## config.mk

```make
export PLATFORM = sky130hd
export DESIGN_NAME = cycle_sequencer
export DESIGN_NICKNAME = d
export VERILOG_FILES = /design/src/rtl/core_pkg.sv /design/src/rtl/mem_wait_timer.sv /design/src/rtl/cycle_sequencer.sv
export SDC_FILE = /design/constraint.sdc
export NUM_CORES = 1
export LEC_CHECK = 0
export ABC_AREA = 0
export CORE_ASPECT_RATIO = 0.8
export CORE_MARGIN = 2
export CORE_UTILIZATION = 35
export DETAILED_ROUTE_END_ITERATION = 12
export SETUP_SLACK_MARGIN = 0.2
export SKIP_LAST_GASP = 1
export SYNTH_ARGS = -nofsm -noshare
export SYNTH_HDL_FRONTEND = slang
export SYNTH_SLANG_ARGS = --single-unit
```

## constraint.sdc

```tcl
create_clock -name clock -period 2.9 [get_ports clock]
set_input_delay 0.58 -clock clock [delete_from_list [all_inputs] [get_ports clock]]
set_output_delay 0.58 -clock clock [all_outputs]
set_load 0.05 [all_outputs]
```

## src/rtl/core_pkg.sv

```systemverilog
// Shared definitions for the RV32 multi-cycle core: opcodes, sequencer phases,
// opcode classification and the default memory-wait limit.
package core_pkg;

  localparam int MEM_TIMEOUT_DEF = 16;

  typedef enum logic [6:0] {
    OP_LUI    = 7'b0110111,
    OP_AUIPC  = 7'b0010111,
    OP_JAL    = 7'b1101111,
    OP_R      = 7'b0110011,
    OP_LOAD   = 7'b0000011,
    OP_STORE  = 7'b0100011,
    OP_BRANCH = 7'b1100011
  } opcode_t;

  // Encoding is visible on the phase output, so values are fixed.
  typedef enum logic [2:0] {
    ST_IDLE    = 3'd0,
    ST_FETCH   = 3'd1,
    ST_DECODE  = 3'd2,
    ST_EXECUTE = 3'd3,
    ST_MEM     = 3'd4,
    ST_WB      = 3'd5,
    ST_FAULT   = 3'd7
  } seq_state_t;

  // How an instruction proceeds after EXECUTE.
  typedef enum logic [1:0] {
    CLS_WB     = 2'd0,  // LUI, AUIPC, JAL, R-type: straight to writeback
    CLS_LOAD   = 2'd1,
    CLS_STORE  = 2'd2,
    CLS_BRANCH = 2'd3
  } op_class_t;

  typedef struct packed {
    logic      legal;
    op_class_t cls;
  } op_decode_t;

  function automatic op_decode_t decode_op(input logic [6:0] op);
    op_decode_t d;
    d.legal = 1'b1;
    d.cls   = CLS_WB;
    case (op)
      OP_LUI, OP_AUIPC, OP_JAL, OP_R: d.cls = CLS_WB;
      OP_LOAD:                        d.cls = CLS_LOAD;
      OP_STORE:                       d.cls = CLS_STORE;
      OP_BRANCH:                      d.cls = CLS_BRANCH;
      default:                        d.legal = 1'b0;
    endcase
    return d;
  endfunction

endpackage

```

## src/rtl/mem_wait_timer.sv

```systemverilog
// Counts wait cycles of an outstanding memory request and flags the cycle on
// which a further miss would exceed the allowed number of request cycles.
module mem_wait_timer #(
  parameter int MEM_TIMEOUT = 16
) (
  input  logic clk_i,
  input  logic rst_i,
  input  logic clear_i,
  input  logic inc_i,
  output logic expired_o
);

  localparam int CW = $clog2(MEM_TIMEOUT) + 1;

  logic [CW-1:0] cnt_q, cnt_d;

  // Clear has priority; otherwise count one per unanswered request cycle.
  always_comb begin
    cnt_d = cnt_q;
    if (clear_i)    cnt_d = '0;
    else if (inc_i) cnt_d = cnt_q + CW'(1);
  end

  // Wait-count register.
  always_ff @(posedge clk_i or posedge rst_i) begin
    if (rst_i) cnt_q <= '0;
    else       cnt_q <= cnt_d;
  end

  // After MEM_TIMEOUT-1 misses the current cycle is the last allowed request cycle.
  assign expired_o = (cnt_q == CW'(MEM_TIMEOUT - 1));

endmodule

```

## src/rtl/cycle_sequencer.sv

```systemverilog
// Multi-cycle instruction sequencer: walks FETCH/DECODE/EXECUTE/MEM/WB,
// handshakes with memory, emits IR-load / PC-update / register-write strobes
// and counts retired instructions.
module cycle_sequencer
  import core_pkg::*;
#(
  parameter int MEM_TIMEOUT = MEM_TIMEOUT_DEF,
  parameter int CNT_W       = 32
) (
  input  logic             clock,
  input  logic             reset,
  input  logic             run,
  input  logic [6:0]       opcode,
  input  logic             mem_ready,
  output logic             mem_req,
  output logic             mem_we,
  output logic             ir_load,
  output logic             pc_clk,
  output logic             reg_we,
  output logic [2:0]       phase,
  output logic             fault,
  output logic [CNT_W-1:0] retired
);

  seq_state_t       state_q, state_d;
  op_class_t        cls_q, cls_d;
  logic [CNT_W-1:0] retired_q;
  logic             expired;
  logic             tmr_clear, tmr_inc;
  seq_state_t       end_st;
  op_decode_t       dec;

  // Next state and strobes; strobes are decoded from state, with mem_ready
  // qualifying the completion strobes of the request states.
  always_comb begin
    state_d = state_q;
    cls_d   = cls_q;
    mem_req = 1'b0;
    mem_we  = 1'b0;
    ir_load = 1'b0;
    pc_clk  = 1'b0;
    reg_we  = 1'b0;
    fault   = 1'b0;
    dec     = decode_op(opcode);
    end_st  = run ? ST_FETCH : ST_IDLE;
    case (state_q)
      ST_IDLE: begin
        if (run) state_d = ST_FETCH;
      end
      ST_FETCH: begin
        mem_req = 1'b1;
        if (mem_ready) begin
          ir_load = 1'b1;
          state_d = ST_DECODE;
        end else if (expired) begin
          state_d = ST_FAULT;
        end
      end
      ST_DECODE: begin
        if (dec.legal) begin
          cls_d   = dec.cls;
          state_d = ST_EXECUTE;
        end else begin
          state_d = ST_FAULT;
        end
      end
      ST_EXECUTE: begin
        case (cls_q)
          CLS_LOAD, CLS_STORE: state_d = ST_MEM;
          CLS_BRANCH: begin
            pc_clk  = 1'b1;
            state_d = end_st;
          end
          default: state_d = ST_WB;
        endcase
      end
      ST_MEM: begin
        mem_req = 1'b1;
        mem_we  = (cls_q == CLS_STORE);
        if (mem_ready) begin
          if (cls_q == CLS_STORE) begin
            pc_clk  = 1'b1;
            state_d = end_st;
          end else begin
            state_d = ST_WB;
          end
        end else if (expired) begin
          state_d = ST_FAULT;
        end
      end
      ST_WB: begin
        reg_we  = 1'b1;
        pc_clk  = 1'b1;
        state_d = end_st;
      end
      ST_FAULT: begin
        fault = 1'b1;
      end
      default: state_d = ST_FAULT;
    endcase
  end

  // State and latched opcode class.
  always_ff @(posedge clock or posedge reset) begin
    if (reset) begin
      state_q <= ST_IDLE;
      cls_q   <= CLS_WB;
    end else begin
      state_q <= state_d;
      cls_q   <= cls_d;
    end
  end

  // Retired-instruction counter, one per PC update, wrapping silently.
  always_ff @(posedge clock or posedge reset) begin
    if (reset)       retired_q <= '0;
    else if (pc_clk) retired_q <= retired_q + CNT_W'(1);
  end

  // Outside a request, or when it completes, the wait count is held at zero so
  // every FETCH/MEM entry starts from a clean count.
  assign tmr_clear = !mem_req || mem_ready;
  assign tmr_inc   = mem_req && !mem_ready;

  mem_wait_timer #(
    .MEM_TIMEOUT(MEM_TIMEOUT)
  ) u_timer (
    .clk_i    (clock),
    .rst_i    (reset),
    .clear_i  (tmr_clear),
    .inc_i    (tmr_inc),
    .expired_o(expired)
  );

  assign phase   = state_q;
  assign retired = retired_q;

endmodule

```

==> impl_metrics.csv <==
group,metric,value,unit
status,status,"completed",
cells_and_area,comb_share,0.359,
clock_tree,cts_buffers,5,
cells_and_area,buffers,55,
routing,viasPerCell,4.84,
global_routing,grt_pass1_vias,1512,
routing,drt_pass1_iterations,4,
min_path,holdPathEnd,"u_timer.cnt_q[0]",
sta,holdWs,0.462,ns
logic_synthesis,ys_area,2160,um^2
pwr,comb_cell_power,0.000818,W
cells_and_area,synthToLayoutAreaGrowth,32.8,%
worst_setup_path,r2r_start,"cls_q[0]",
clock_tree,cts_setup_buffers,0,
sta,final.min_clock_period,2.56,ns
logic_synthesis,synth.largest_area_cell,"dfrtp_1",
flow_run,warnings,27,
logic_synthesis,async_flop_share,1.00,
cells_and_area,drive_gt1_frac,0.0742,
global_routing,gr-usage-met3,0.0344,
floorplanning,rows,25,
clock_tree,clk_path_buf_depth,2,
sta,min_period_over_period,0.882,
sta,hold_viol_final,0,
global_routing,grt_max_degree,43,
cells_and_area,buffer_area_frac,0.191,
worst_setup_path,cp-end-kind,"primary output",
global_routing,antenna_found_initial,0,
cells_and_area,dominant_cells,"sequential cells",
global_routing,grt_pass1_wl,7.19,mm
floorplanning,die_w,91.9,um
routing,totalWireLength,4.31,mm
pwr,p_per_area,713,nW/um^2
logic_synthesis,most_common_cell,"dfrtp_1",
sta,fmax,0.391,GHz
cells_and_area,sh_seq_area,0.366,
logic_synthesis,topCellsByArea,"dfrtp_1, xnor2_1, nand4_1",
global_routing,use_met2,0.203,
cells_and_area,clock_buffers,6,
pwr,clock_power_share,0.223,
floorplanning,die-area,6830,um^2
pwr,internal-power,0.00122,W
routing,drc,0,
clock_tree,insertion_delay,0.29,ns
logic_synthesis,netlist_instances,200,
sta,slew_headroom,0.640,
cells_and_area,lay_top_count,"clkdlybuf4s50_1",
clock_tree,path_clk_slew,0.08,ns
worst_setup_path,slowest_stage,"clkdlybuf4s50_1",
logic_synthesis,edf_count,0,
cells_and_area,fin_nets,271,
global_routing,busiest_layer,"met2",
worst_setup_path,rr_worst_depth,8,
global_routing,overflow,0,
floorplanning,io_pins,52,
cells_and_area,final-clk-cell-share,0.0383,
floorplanning,n_tap_cell,81,
clock_tree,ctsResizeCount,1,
worst_setup_path,crit_start,"phase[0]",
routing,drt.antenna.violating_nets,0,
routing,top_layer_used,"met4",
logic_synthesis,mux_area_frac,0.0150,
worst_setup_path,crit_path_end,"mem_req",
place,place_area,2760,um^2
routing,wire_per_inst,12.8,um
worst_setup_path,crit_path_start_kind,"flip-flop",
routing,wl_met2,1.87,mm
logic_synthesis,top_logic_kind,"simple AND/OR/NAND/NOR gates",
cells_and_area,multi_input_comb_cells,143,
worst_setup_path,crit_chain,"xnor2_1 -> nor2_1 -> clkdlybuf4s50_1",
logic_synthesis,ys_sh_adder,0.0335,
sta,setup_ws,0.341,ns
routing,vias,1631,
pwr,vdd.ir_drop.worst,0.642,mV
worst_setup_path,worst-path-buf-inv,1,
cells_and_area,instances_no_fill,337,
pwr,maxPowerGroup,"combinational cells",
logic_synthesis,synth_nets,216,
cells_and_area,antenna_cells,0,
cells_and_area,fill_cells,570,
logic_synthesis,syn_area,2160,um^2
floorplanning,initial_core_util,0.364,
logic_synthesis,synth-simple-area-share,0.230,
place,place_congestion,0.734,
global_routing,met1_usage,0.187,
logic_synthesis,ys.flops,42,
sta,final.setup_skew,0.0128,ns
flops_by_reg.png
Drawn at 4 px/um. Other sequential cells in the stronger gray, the rest of the logic in the fainter gray.
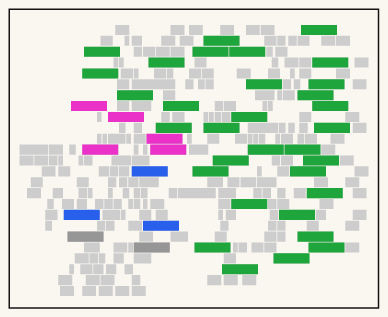
Key: magenta = u_timer.cnt_q [placed flops 5]; green = retired [placed flops 32]; blue = phase [placed flops 3]
Flop+latch power: 0.000773 W
Layout Utilization: 0.484
Flop area: 1050 um^2

io_fan.png
Drawn at 4 px/um.
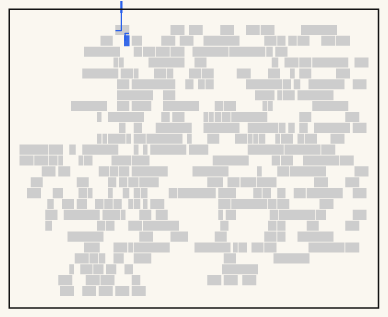
Key: blue = reset [direction input, end cells 1, buffers 1, wire 9.10 um]

No activity file was given, so power comes from the tool's default toggle rates.
